`config.mk`:
```
export PLATFORM = sky130hd
export DESIGN_NAME = reg_file_wsched
export DESIGN_NICKNAME = d
export VERILOG_FILES = /design/src/rtl/reg_file_wsched.sv
export SDC_FILE = /design/constraint.sdc
export NUM_CORES = 1
export LEC_CHECK = 0
export CORE_ASPECT_RATIO = 2
export CORE_UTILIZATION = 30
export DETAILED_ROUTE_END_ITERATION = 6
export GPL_TIMING_DRIVEN = 0
export PLACE_DENSITY = 0.56
export SYNTH_ARGS = -nofsm -noshare
export SYNTH_HDL_FRONTEND = slang
export SYNTH_SLANG_ARGS = --single-unit
```
`constraint.sdc`:
```
create_clock -name clock -period 4.58 [get_ports clock]
set_input_delay 0.916 -clock clock [delete_from_list [all_inputs] [get_ports clock]]
set_output_delay 0.916 -clock clock [all_outputs]
set_load 0.01 [all_outputs]
```
`src/rtl/reg_file_wsched.sv`:
```
// Round-robin write-port scheduler feeding the two write ports (C, D) of an 8 x 16 register file.
// Define RF_WSCHED_STATS_EN to add saturating grant/conflict counters (grant_cnt_out, conflict_cnt_out).
module reg_file_wsched #(
    parameter int NREQ = 4,
    parameter int AW   = 3,
    parameter int DW   = 16
) (
    input  logic                 clock,
    input  logic                 reset,
    input  logic                 sched_en_in,
    input  logic [NREQ-1:0]      req_valid_in,
    input  logic [NREQ*AW-1:0]   req_addr_in,
    input  logic [NREQ*DW-1:0]   req_data_in,
    output logic [NREQ-1:0]      req_ready_out,
    output logic                 r_c_wen_out,
    output logic [AW-1:0]        r_c_waddr_out,
    output logic [DW-1:0]        c_out,
    output logic                 r_d_wen_out,
    output logic [AW-1:0]        r_d_waddr_out,
    output logic [DW-1:0]        d_out
`ifdef RF_WSCHED_STATS_EN
    ,
    output logic [15:0]          grant_cnt_out,
    output logic [15:0]          conflict_cnt_out
`endif
);

    localparam int PW = (NREQ > 1) ? $clog2(NREQ) : 1;

    logic [AW-1:0] w_addr [NREQ];
    logic [DW-1:0] w_data [NREQ];

    for (genvar g = 0; g < NREQ; g++) begin : g_unpack
        assign w_addr[g] = req_addr_in[g*AW +: AW];
        assign w_data[g] = req_data_in[g*DW +: DW];
    end

    logic [PW-1:0] r_rr_ptr;
    logic          w_c_hit;
    logic          w_d_hit;
    logic [PW-1:0] w_c_idx;
    logic [PW-1:0] w_d_idx;
    logic [AW-1:0] w_c_addr;
    logic [AW-1:0] w_d_addr;
    logic [DW-1:0] w_c_data;
    logic [DW-1:0] w_d_data;
`ifdef RF_WSCHED_STATS_EN
    logic          w_skip;
`endif

    // Scan pass 0 covers indices >= rr_ptr, pass 1 wraps to those below it.
    always_comb begin
        w_c_hit  = 1'b0;
        w_d_hit  = 1'b0;
        w_c_idx  = '0;
        w_d_idx  = '0;
        w_c_addr = '0;
        w_d_addr = '0;
        w_c_data = '0;
        w_d_data = '0;
`ifdef RF_WSCHED_STATS_EN
        w_skip   = 1'b0;
`endif
        for (int p = 0; p < 2; p++) begin
            for (int i = 0; i < NREQ; i++) begin
                if (((p == 0) == (i >= int'(r_rr_ptr))) && req_valid_in[i]) begin
                    if (!w_c_hit) begin
                        w_c_hit  = 1'b1;
                        w_c_idx  = PW'(i);
                        w_c_addr = w_addr[i];
                        w_c_data = w_data[i];
                    end else if (!w_d_hit) begin
                        if (w_addr[i] != w_c_addr) begin
                            w_d_hit  = 1'b1;
                            w_d_idx  = PW'(i);
                            w_d_addr = w_addr[i];
                            w_d_data = w_data[i];
                        end
`ifdef RF_WSCHED_STATS_EN
                        else begin
                            w_skip = 1'b1;
                        end
`endif
                    end
                end
            end
        end
    end

    logic          w_en;
    logic          w_c_gnt;
    logic          w_d_gnt;
    logic [PW-1:0] w_last;
    logic [PW-1:0] w_rr_next;

    assign w_en      = sched_en_in & ~reset;
    assign w_c_gnt   = w_c_hit & w_en;
    assign w_d_gnt   = w_d_hit & w_en;
    assign w_last    = w_d_gnt ? w_d_idx : w_c_idx;
    assign w_rr_next = (w_last == PW'(NREQ - 1)) ? '0 : w_last + 1'b1;

    always_comb begin
        req_ready_out = '0;
        if (w_c_gnt) req_ready_out[w_c_idx] = 1'b1;
        if (w_d_gnt) req_ready_out[w_d_idx] = 1'b1;
    end

    logic          r_c_wen;
    logic [AW-1:0] r_c_waddr;
    logic [DW-1:0] r_c_data;
    logic          r_d_wen;
    logic [AW-1:0] r_d_waddr;
    logic [DW-1:0] r_d_data;

    always_ff @(posedge clock) begin
        if (reset) begin
            r_rr_ptr  <= '0;
            r_c_wen   <= 1'b0;
            r_c_waddr <= '0;
            r_c_data  <= '0;
            r_d_wen   <= 1'b0;
            r_d_waddr <= '0;
            r_d_data  <= '0;
        end else begin
            r_c_wen   <= w_c_gnt;
            r_c_waddr <= w_c_gnt ? w_c_addr : '0;
            r_c_data  <= w_c_gnt ? w_c_data : '0;
            r_d_wen   <= w_d_gnt;
            r_d_waddr <= w_d_gnt ? w_d_addr : '0;
            r_d_data  <= w_d_gnt ? w_d_data : '0;
            if (w_c_gnt) r_rr_ptr <= w_rr_next;
        end
    end

    // Reset masks the registered writes so a grant made just before reset never lands in the file.
    assign r_c_wen_out   = r_c_wen & ~reset;
    assign r_c_waddr_out = reset ? '0 : r_c_waddr;
    assign c_out         = reset ? '0 : r_c_data;
    assign r_d_wen_out   = r_d_wen & ~reset;
    assign r_d_waddr_out = reset ? '0 : r_d_waddr;
    assign d_out         = reset ? '0 : r_d_data;

`ifdef RF_WSCHED_STATS_EN
    logic [15:0] r_grant_cnt;
    logic [15:0] r_conflict_cnt;
    logic [16:0] w_grant_sum;

    assign w_grant_sum = {1'b0, r_grant_cnt} + 17'(w_c_gnt) + 17'(w_d_gnt);

    always_ff @(posedge clock) begin
        if (reset) begin
            r_grant_cnt    <= '0;
            r_conflict_cnt <= '0;
        end else begin
            r_grant_cnt <= w_grant_sum[16] ? 16'hFFFF : w_grant_sum[15:0];
            if (w_skip && w_en && (r_conflict_cnt != 16'hFFFF))
                r_conflict_cnt <= r_conflict_cnt + 16'd1;
        end
    end

    assign grant_cnt_out    = r_grant_cnt;
    assign conflict_cnt_out = r_conflict_cnt;
`endif

endmodule
```
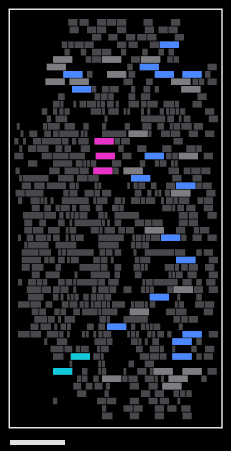
Figure 1: run 1, where the registers sit.
The bar under the picture is 20 um long.
legend:
  magenta:
    name_in_the_netlist: r_d_waddr
    flops: 3
  cyan:
    name_in_the_netlist: r_rr_ptr
    flops: 2
  blue:
    name_in_the_netlist: r_c_data
    flops: 16
not colored: 21
Reg area: 841 um2
Seq area share: 15.1%
seq pwr: 0.431 mW

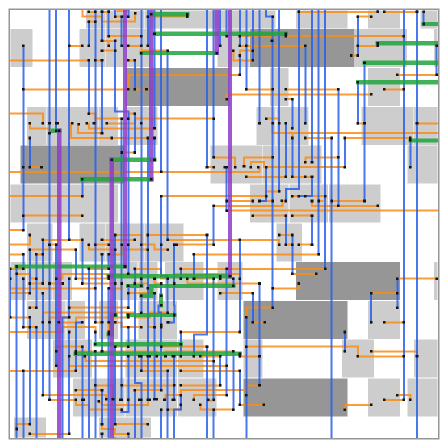
Figure 2: run 1, layout detail.
Region (43, 23) to (73, 53) um. Cells in gray, sequential cells in the stronger gray; small squares are vias.
legend:
  purple:
    layer: met4
  orange:
    layer: met1
  green:
    layer: met3
  blue:
    layer: met2
sequential cells in the window: 6
netlist names of flops here include: r_c_data (4), r_d_data (2)
most frequent: nand2_1 (9), a22oi_1 (8)
cells with their middle in the window: 58

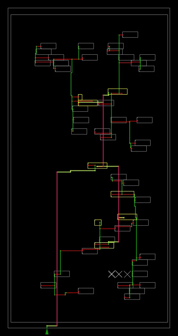
Figure 3: run 1, clock routing.
Clk power: 0.413 mW
CLK BUF: 5
flip-flops: 42
Latency at later pin: 0.29 ns
CTS Sinks: 42

==> flow_summary.yaml, run 1 <==
# synthesis and place-and-route metrics
routing:
  routed_wl_mm: 15.3
  post-route-drc-count: 5
  postRouteAntennaNets: 0
  drt_iter0_drc: 428
  wl_met2_mm: 8.44
  vias_per_cell: 5.84
cells_and_area:
  drive_above_1_share_pct: 23.8
  antenna_cells: 0
job:
  warnings: 27
critical_path:
  cp.required_ns: 3.66
  cpMaxStageDelayCell: "clkdlybuf4s50_1"
  critPathKind: "in2out"
clock_tree:
  tritoncts: "built"
  htree_levels: 2
  cts_root_buf: "clkbuf_16"
power:
  peakVddDrop_mv: 0.189
synthesis:
  yosys_area_mm2: 0.00341
  ys.warnings.count: 0
outcome:
  status: "complete, but fails checks"
  violations: "DRC"
global_routing:
  grt_pass1_vias: 4343
  grt_max_degree: 15
sta:
  maxSlewHeadroom_pct: 51.3
  max_freq_mhz: 222
  worst_slew_pin_slew_ns: 0.725
  setup_tns_ns: 0
run 1: per-stage QoR:
step / total power [mW] / std cells / hold WS [ns] / setup WS (ns) / util (%)
after detailed placement: 1.33 / 695 / 0.908 / -1.13 / 43.5
after CTS: 1.90 / 722 / 0.928 / -0.0651 / 48.9
after global placement: 1.32 / 695 / 0.915 / -1.15 / 43.5
after global routing: 2.09 / 736 / 1.01 / -0.00943 / 50.6
final: 2.00 / 736 / 0.947 / 0.0800 / 50.6
after floorplan: 1.01 / 435 / 0.708 / 0.606 / -
run 1: cells in the final DEF, fill, tap and decap left out, types with 3 or more instances in the layout:
master           count
a21oi_1             29
a222oi_1            18
a22oi_1             34
a31oi_1             14
a31oi_4              3
and3_1               5
and3b_1              3
buf_2                7
buf_4               32
buf_6                8
clkbuf_1            21
clkbuf_16            5
clkbuf_2             6
clkdlybuf4s50_1    110
dfxtp_1             42
inv_1                6
mux2_2              14
nand2_1             61
nand2b_4             3
nand3_1              5
nor2_1              12
nor2_2               3
nor2_4               3
nor2b_1             43
nor3_1               3
o21ai_0              9
o21bai_1             3
o221a_2              3
o22ai_4              4
or2_2                3
xnor2_1              5
run 1: final timing paths:
kind / from / end / depth (start not counted)
worst max-delay path: req_addr_in[8] / req_ready_out[2] / 12
worst min-delay path: r_rr_ptr[0] / r_rr_ptr[0] / 3
worst max register to register: r_rr_ptr[0] / r_d_data[3] / 13
worst min register to register: r_rr_ptr[0] / r_rr_ptr[0] / 3
run 1: area by class of cell:
type,instances,share of cell area (%)
Buffer,38,3.77
Clock buffer,5,2.24
Clock inverter,3,0.785
Inverter,7,0.538
Multi-Input combinational cell,348,48.7
Sequential cell,42,15.1
Tap cell,140,3.14
Timing Repair Buffer,153,25.7
run 1: flip-flops by register name, indices dropped and copies added (netlist names):
name / cells
r_c_data: 16
r_d_data: 16
r_c_waddr: 3
r_d_waddr: 3
r_d_wen: 1
r_rr_ptr: 2
r_c_wen: 1
run 1: cells by family (layout without fill, tap and decap cells):
logic type | after synthesis | after routing | share of synthesized area [%]
muxes | 14 | 14 | 4.62
and+or+nand+nor | 162 | 162 | 25.1
xor gates and xnor gates | 12 | 12 | 3.08
buffers and inverters | 45 | 206 | 6.09
AOI/OAI and AO/OA | 160 | 160 | 36.4
DFF | 42 | 42 | 24.7
run 1: worst reg2reg max path, cell delays in order, from the launching register on:
cell and delay (ns):
dfxtp_1 0.54, clkbuf_1 0.44, o21ba_2 0.26, o22ai_2 0.21
o22ai_4 0.12, buf_4 0.16, a211oi_2 0.29, a211oi_4 0.10
buf_4 0.17, or2_2 0.31, nor2_2 0.29, buf_4 0.27
nand2_1 0.07, a31oi_1 0.18
run 1: timing repair:
action	CTS	global route
pin swaps	15	14
buffers inserted	19	14
gates cloned	0	0
gates resized	71	29
endpoints found under the hold margin	0	0
endpoints found under the setup margin	4	4
run 1: power by group:
| group | switching [mW] | internal (mW) |
|---|---|---|
| Clock | 0.155 | 0.258 |
| Sequential | 0.0219 | 0.409 |
| Combinational | 0.623 | 0.528 |
| Total | 0.799 | 1.20 |
==> run 1 -> run 2 <==
--- a/config.mk
+++ b/config.mk
@@ -13,3 +13,4 @@
 export SYNTH_ARGS = -nofsm -noshare
 export SYNTH_HDL_FRONTEND = slang
 export SYNTH_SLANG_ARGS = --single-unit
+export TNS_END_PERCENT = 20
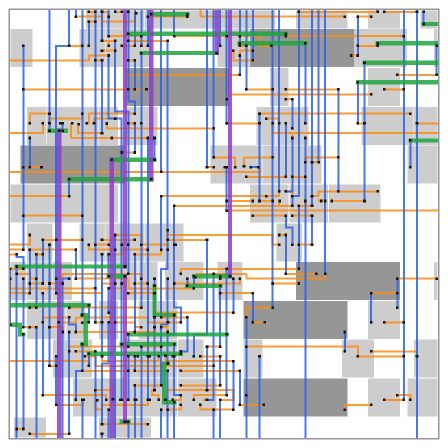
Figure 4: run 2, layout detail.
Region (43, 23) to (73, 53) um. Cells in gray, sequential cells in the stronger gray; small squares are vias.
legend:
  blue:
    layer: met2
  orange:
    layer: met1
  purple:
    layer: met4
  green:
    layer: met3
cells with their middle in the window: 58
most frequent: nand2_1 (9), a22oi_1 (8)
netlist names of flops here include: r_c_data (4), r_d_data (2)
sequential cells in the window: 6

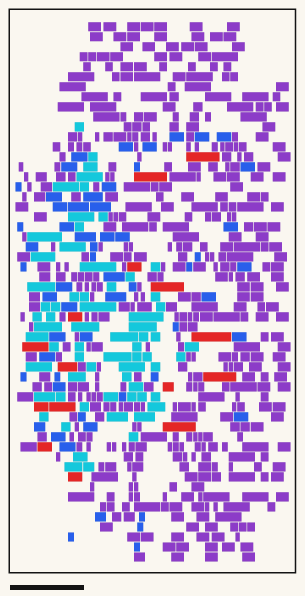
Figure 5: run 2, sizing map.
The bar under the picture is 20 um long.
legend:
  red:
    size: drive 6 and up
    cells: 15
    share: 2.5%
  cyan:
    size: drive 3 to 4
    cells: 66
    share: 11%
  purple:
    size: drive 1 or less
    cells: 458
    share: 77%
  blue:
    size: drive 2
    cells: 57
    share: 9.6%

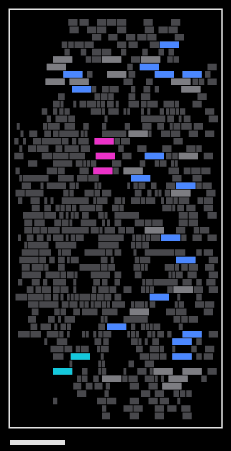
Figure 6: run 2, where the registers sit.
The bar under the picture is 20 um long.
legend:
  blue:
    name_in_the_netlist: r_c_data
    flops: 16
  cyan:
    name_in_the_netlist: r_rr_ptr
    flops: 2
  magenta:
    name_in_the_netlist: r_d_waddr
    flops: 3

==> run 2 against run 1 <==
The run now ends clean. Clock skew fell by 0.00074 ns. Die area did not move. Fmax decreased by 0.25%. Area after synthesis unchanged. Routed wire length is essentially flat. Design area about the same. Non-clock buffer count stayed put. Global-route usage down 0.074 points. Largest power group unchanged.
==> flow_summary.yaml, run 2 <==
# synthesis and place-and-route metrics
sta:
  max_freq_mhz: 222
  whs_ns: 0.942
  worst_slew_pin_slew_ns: 0.781
  maxSlewHeadroom_pct: 47.6
outcome:
  status: "completed"
cells_and_area:
  final_cell_mix: "clkdlybuf4s50_1 (110), nand2_1 (61), nor2b_1 (44)"
  reg_top3: "r_c_data: 16 flops, r_d_data: 16 flops"
  antenna_cells: 0
  drive_above_1_share_pct: 23.2
  utilization_pct: 50.6
routing:
  postRouteAntennaNets: 0
  vias_per_cell: 5.88
  routed_wl_mm: 15.4
clock_tree:
  htree_levels: 2
  cts_sinks: 42
critical_path:
  cp.required_ns: 3.66
  critPathKind: "in2out"
global_routing:
  grt_max_degree: 15
  grt_pass1_vias: 4295
job:
  warnings: 27
synthesis:
  yosys_area_mm2: 0.00341
run 2: cell types whose count changed in the layout (fill, tap and decap cells not counted), sizes merged:
cell,delta
buf,+1
clkbuf,-1
clkdlybuf4s15,-1
dlygate4sd2,+1
run 2: kinds of logic after synthesis:
logic type,synth area share [%]
and+or+nand+nor,25.1
DFF,24.7
muxes,4.62
xor gates and xnor gates,3.08
AOI/OAI and AO/OA,36.4
buffers and inverters,6.09
run 2: repair_timing:
| item | CTS | global route |
|---|---|---|
| cloned | 0 | 0 |
| hold endpoints to repair | 0 | 0 |
| gates resized | 63 | 31 |
| buffers inserted | 16 | 17 |
| pin swaps | 14 | 14 |
| setup endpoints to repair | 4 | 4 |
run 2: layout make-up:
type	count	area share [%]
multi-input cells	348	48.5
repair buffers	153	26.0
flip-flops and latches	42	15.1
plain buffers	38	3.70
well taps	140	3.14
clock buffers	5	2.25
clock inverters	3	0.786
inverters	7	0.539
run 2: through the flow:
step | setup TNS (ns) | std cells | setup slack (ns) | cell area [um2] | power, mW
3_5_place_dp | -4.13 | 695 | -1.13 | 4790 | 1.33
2_1_floorplan | 0 | 435 | 0.606 | 3410 | 1.01
3_3_place_gp | -4.15 | 695 | -1.15 | 4790 | 1.32
5_1_grt | -0.0162 | 736 | -0.0162 | 5570 | 2.10
6_report | 0 | 736 | 0.0688 | 5570 | 2.00
4_1_cts | -0.221 | 719 | -0.117 | 5330 | 1.89
run 2: final timing paths:
kind	cells past startpoint	end	start	slack (ns)
worst max register to register	13	r_d_data[3]	r_rr_ptr[0]	1.09
worst max-delay path	12	req_ready_out[2]	req_addr_in[8]	0.07
worst min register to register	3	r_rr_ptr[0]	r_rr_ptr[0]	0.94
worst min-delay path	3	r_rr_ptr[0]	r_rr_ptr[0]	0.94
run 2: worst max-delay path: stages:
cell	delay (ns)
clkdlybuf4s50_1	0.62
o31ai_1	0.19
o22a_1	0.23
o221ai_4	0.12
o31a_1	0.31
buf_6	0.15
nor4_4	0.26
a2111o_1	0.20
nand2b_4	0.09
a211o_1	0.22
o31ai_1	0.08
buf_2	0.19
run 2: routing by layer:
metal	part of all wire [%]	GRT usage, %	up-vias
met1	34	25.8	2084
met3	5.1	2.81	52
met4	5.6	18.4	0
li1	-	-	1950
met2	55	47.4	239
met5	0	0	-
run 2: report_power, final:
part | total (mW) | leakage, nW | switching (mW) | internal [mW]
clock network | 0.412 | 0.0842 | 0.154 | 0.258
registers | 0.431 | 0.343 | 0.0212 | 0.409
logic | 1.16 | 1.60 | 0.624 | 0.532
Power is estimated from default activity; no workload was simulated.
